[src/rtl/cluster_pkg.sv]
// Shared types and defaults for the convolution cluster feeder path.
package cluster_pkg;

  localparam int unsigned PIXEL_W             = 8;
  localparam int unsigned DEFAULT_FIFO_WIDTH  = 8;
  localparam int unsigned DEFAULT_KERNEL_SIZE = 5;

  typedef enum logic [1:0] {
    IDLE,
    LOAD,
    SHIFT,
    DRAIN
  } seq_state_t;

endpackage

[src/rtl/cluster_feeder_seq.sv]
// Sequencer that feeds 8-pixel chunks from a show-ahead FIFO into cluster_feeder
// and flags the cycles on which the feeder's kernel window holds valid pixels.
module cluster_feeder_seq
  import cluster_pkg::*;
#(
  parameter int unsigned FIFO_WIDTH  = DEFAULT_FIFO_WIDTH,
  parameter int unsigned KERNEL_SIZE = DEFAULT_KERNEL_SIZE,
  parameter int unsigned CHUNK_CNT_W = 8
) (
  input  logic                          i_clk,
  input  logic                          i_rst,
  input  logic                          i_start,
  input  logic [CHUNK_CNT_W-1:0]        i_row_chunks,
  input  logic [FIFO_WIDTH*PIXEL_W-1:0] i_fifo_data,
  input  logic                          i_fifo_valid,
  output logic                          o_fifo_pop,
  output logic [FIFO_WIDTH*PIXEL_W-1:0] o_pixels,
  output logic                          o_new,
  output logic                          o_sel,
  output logic                          o_win_valid,
  output logic                          o_busy,
  output logic                          o_done,
  output logic                          o_err
);

  localparam int unsigned DATA_W = FIFO_WIDTH * PIXEL_W;
  localparam int unsigned PH_W   = $clog2(FIFO_WIDTH);
  localparam int unsigned WIN_W  = CHUNK_CNT_W + PH_W;

  seq_state_t             state_q, state_d;
  logic [CHUNK_CNT_W-1:0] n_q, n_d;
  logic [CHUNK_CNT_W-1:0] c_q, c_d;
  logic [PH_W-1:0]        phase_q, phase_d;
  logic [WIN_W-1:0]       win_cnt_q, win_cnt_d;
  logic [DATA_W-1:0]      pixels_q, pixels_d;
  logic                   new_q, new_d;
  logic                   sel_q, sel_d;
  logic                   win_q, win_d;
  logic                   done_q, done_d;
  logic                   err_q, err_d;
  logic                   fifo_pop;

  logic [WIN_W-1:0] w_last;
  logic             last_chunk;
  logic             phase_end;

  // Index of the final valid window cycle: FIFO_WIDTH*N - KERNEL_SIZE.
  assign w_last     = WIN_W'(n_q) * WIN_W'(FIFO_WIDTH) - WIN_W'(KERNEL_SIZE);
  assign last_chunk = (c_q == n_q - CHUNK_CNT_W'(1));
  assign phase_end  = (phase_q == PH_W'(FIFO_WIDTH - 1));

  always_comb begin
    state_d   = state_q;
    n_d       = n_q;
    c_d       = c_q;
    phase_d   = phase_q;
    pixels_d  = pixels_q;
    new_d     = 1'b0;
    sel_d     = 1'b0;
    done_d    = 1'b0;
    err_d     = err_q;
    fifo_pop  = 1'b0;
    // Window opens the cycle after the feeder sees the parallel load.
    win_d     = win_q | (new_q & sel_q);
    win_cnt_d = win_q ? win_cnt_q + WIN_W'(1) : win_cnt_q;

    case (state_q)
      IDLE: begin
        if (i_start) begin
          if (i_row_chunks == '0) begin
            err_d = 1'b1;
          end else begin
            n_d       = i_row_chunks;
            c_d       = '0;
            win_cnt_d = '0;
            err_d     = 1'b0;
            state_d   = LOAD;
          end
        end
      end
      LOAD: begin
        if (i_fifo_valid) begin
          fifo_pop = 1'b1;
          pixels_d = i_fifo_data;
          new_d    = 1'b1;
          sel_d    = (c_q == '0);
          phase_d  = PH_W'(1);
          state_d  = last_chunk ? DRAIN : SHIFT;
        end else if (c_q != '0) begin
          // The feeder cannot stall mid-row, so an empty FIFO here aborts it.
          err_d   = 1'b1;
          win_d   = 1'b0;
          state_d = IDLE;
        end
      end
      SHIFT: begin
        if (phase_end) begin
          phase_d = '0;
          c_d     = c_q + CHUNK_CNT_W'(1);
          state_d = LOAD;
        end else begin
          phase_d = phase_q + PH_W'(1);
        end
      end
      DRAIN: begin
        if (done_q) begin
          state_d = IDLE;
        end else if (win_q && (win_cnt_q == w_last)) begin
          win_d  = 1'b0;
          done_d = 1'b1;
        end
      end
      default: state_d = IDLE;
    endcase
  end

  always_ff @(posedge i_clk or posedge i_rst) begin
    if (i_rst) begin
      state_q   <= IDLE;
      n_q       <= '0;
      c_q       <= '0;
      phase_q   <= '0;
      win_cnt_q <= '0;
      pixels_q  <= '0;
      new_q     <= 1'b0;
      sel_q     <= 1'b0;
      win_q     <= 1'b0;
      done_q    <= 1'b0;
      err_q     <= 1'b0;
    end else begin
      state_q   <= state_d;
      n_q       <= n_d;
      c_q       <= c_d;
      phase_q   <= phase_d;
      win_cnt_q <= win_cnt_d;
      pixels_q  <= pixels_d;
      new_q     <= new_d;
      sel_q     <= sel_d;
      win_q     <= win_d;
      done_q    <= done_d;
      err_q     <= err_d;
    end
  end

  assign o_fifo_pop  = fifo_pop;
  assign o_pixels    = pixels_q;
  assign o_new       = new_q;
  assign o_sel       = sel_q;
  assign o_win_valid = win_q;
  assign o_busy      = (state_q != IDLE);
  assign o_done      = done_q;
  assign o_err       = err_q;

endmodule

[config.mk]
export PLATFORM = sky130hd
export DESIGN_NAME = cluster_feeder_seq
export DESIGN_NICKNAME = d
export VERILOG_FILES = /design/src/rtl/cluster_pkg.sv /design/src/rtl/cluster_feeder_seq.sv
export SDC_FILE = /design/constraint.sdc
export NUM_CORES = 1
export LEC_CHECK = 0
export CAP_MARGIN = 20
export CORE_MARGIN = 2
export CORE_UTILIZATION = 46
export CTS_CLUSTER_SIZE = 28
export DETAILED_ROUTE_END_ITERATION = 8
export PLACE_DENSITY_LB_ADDON = 0.3
export SYNTH_ARGS = -nofsm -noshare
export SYNTH_HDL_FRONTEND = slang
export SYNTH_SLANG_ARGS = --single-unit
[constraint.sdc]
create_clock -name i_clk -period 4.8 [get_ports i_clk]
set_clock_uncertainty 0.2 [all_clocks]
set_input_delay 0.96 -clock i_clk [delete_from_list [all_inputs] [get_ports i_clk]]
set_output_delay 0.96 -clock i_clk [all_outputs]
set_load 0.1 [all_outputs]
io_fan.png
(4 px per um)
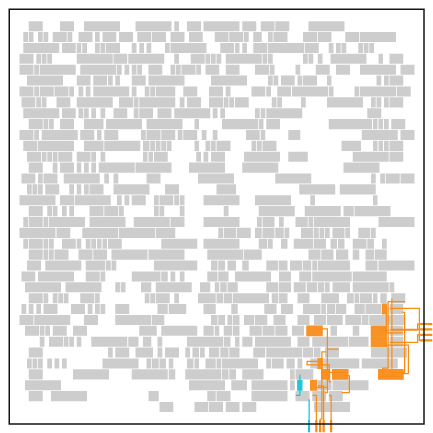
- orange: `i_row_chunks` (bits 8; direction input; end cells 10; buffers 8; wire 233 um)
- cyan: `o_busy` (bits 1; direction output; end cells 1; buffers 1; wire 11.9 um)

placement_by_type.png
(3 px per um)
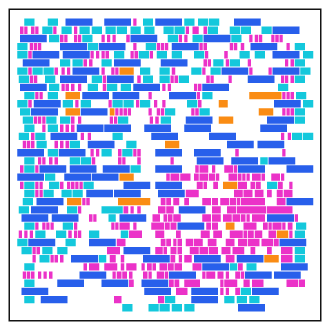
- cyan: remaining buffers and delay cells (cells 151)
- magenta: combinational and other logic (cells 364)
- blue: sequential cells (cells 101)
- orange: clock drivers and dummy loads (cells 16)

flops_by_reg.png
(3 px per um)
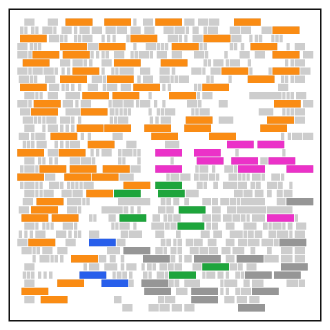
- green: `c_q` (placed flops 8)
- magenta: `win_cnt_q` (placed flops 11)
- orange: `o_pixels` (placed flops 64)
- blue: `phase_q` (placed flops 3)

==> results.py <==
# Metrics from the implementation run
metrics = {
    "outcome": {
        "status": "finished, final reports clean",
    },
    "logic_synthesis": {
        "logic_family": "simple AND/OR/NAND/NOR gates",
        "topCellsByArea": "dfrtp_1, nand2_1, xnor2_1",
        "mux_area_share_pct": 1.93,
        "fp_nets": 570,
        "flop_cell": "dfrtp_1",
        "ys_sh_xor_pct": 7.00,
        "netlist_area_um2": 4540,
        "yosys_warnings": 0,
        "ys_cells": 488,
        "yosys_area_um2": 4540,
        "compound_area_share_pct": 6.15,
        "synthCells": 488,
    },
    "die": {
        "die_area_um2": 10700,
        "io_pins": 147,
        "fp_util_pct": 46.9,
    },
    "setup_path": {
        "r2r-start": "state_q[0]",
        "cp-startpoint": "state_q[0]",
        "r2r_slack_ns": 2.25,
        "r2r_cells": 5,
        "cp-end-kind": "primary output",
        "start_kind": "flip-flop",
        "r2r-end": "n_q[2]",
        "cp.depth": 3,
    },
    "global_routing": {
        "met1_usage_pct": 26.6,
        "grtUsageTotal_pct": 22.0,
        "grt_max_degree": 68,
        "grt_pass1_vias": 3772,
        "grt_antenna_before_repair": 0,
        "grt.met3_usage_pct": 8.00,
    },
    "final_timing": {
        "drv_slew": 0,
        "rsz0062_at_grt": "no",
        "fin_crit_ns": 3.54,
        "fin_crit_sh_pct": 73.8,
    },
    "place": {
        "dp.cells": 749,
        "port_buffers": 146,
    },
    "route": {
        "drtIter0Drc": 122,
        "routed_wl_um": 11400,
        "drt-pass1-iter-count": 4,
        "drc": 0,
        "via_count": 3814,
        "dr_wl_met3_um": 856,
        "top_layer_used": "met4",
    },
    "clocking": {
        "clockBufferDepth": 2,
        "cts-root-buf": "clkbuf_8",
        "cts_max_level": 3,
        "numCtsBuffers": 9,
        "post_cts_buffers": 0,
        "clk_pin_slew_worst_paths_ns": 0.11,
        "cts_resized": 0,
    },
    "final_layout": {
        "nNetsFinal": 709,
        "syn2layout_area_growth_pct": 40.1,
        "fin_area_um2": 6360,
        "post_layout_nonfiller_instances": 765,
    },
    "hold_path": {
        "worstHoldStart": "o_pixels[19]",
        "hold_class": "reg -> reg",
    },
    "job": {
        "tool_warnings": 27,
    },
}
placement.png
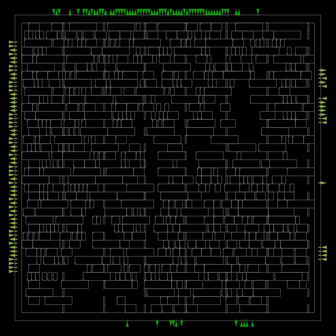
number of fill cells: 794
Row Count: 36

clk_routes.png
(3 px per um)
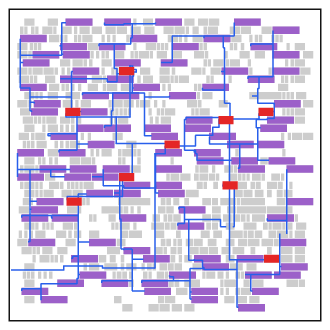
- purple: flip-flops (count 101)
- blue: clock wires (length 1260 um)
- red: clock drivers (count 9)
- flops lie: spread over the die
- routed clock nets: 10
clk latency late pin: 0.38 ns

-- worst reg2reg max path: cells and delay by family (launching register included) --
| kind | cells | cell delay, ns |
|---|---|---|
| compound gates | 1 | 0.67 |
| simple gates | 1 | 0.20 |
| mux | 1 | 0.35 |
| buf+inv | 2 | 0.43 |
| flops | 1 | 0.57 |
-- layout make-up --
cell class	count	area [um2]
repair buffers	151	1510
fillers	794	3330
multi-input cells	352	1880
flip-flops and latches	101	2530
well taps	133	166
inverters	12	47.5
clock buffers	10	138
clock inverters	6	93.8
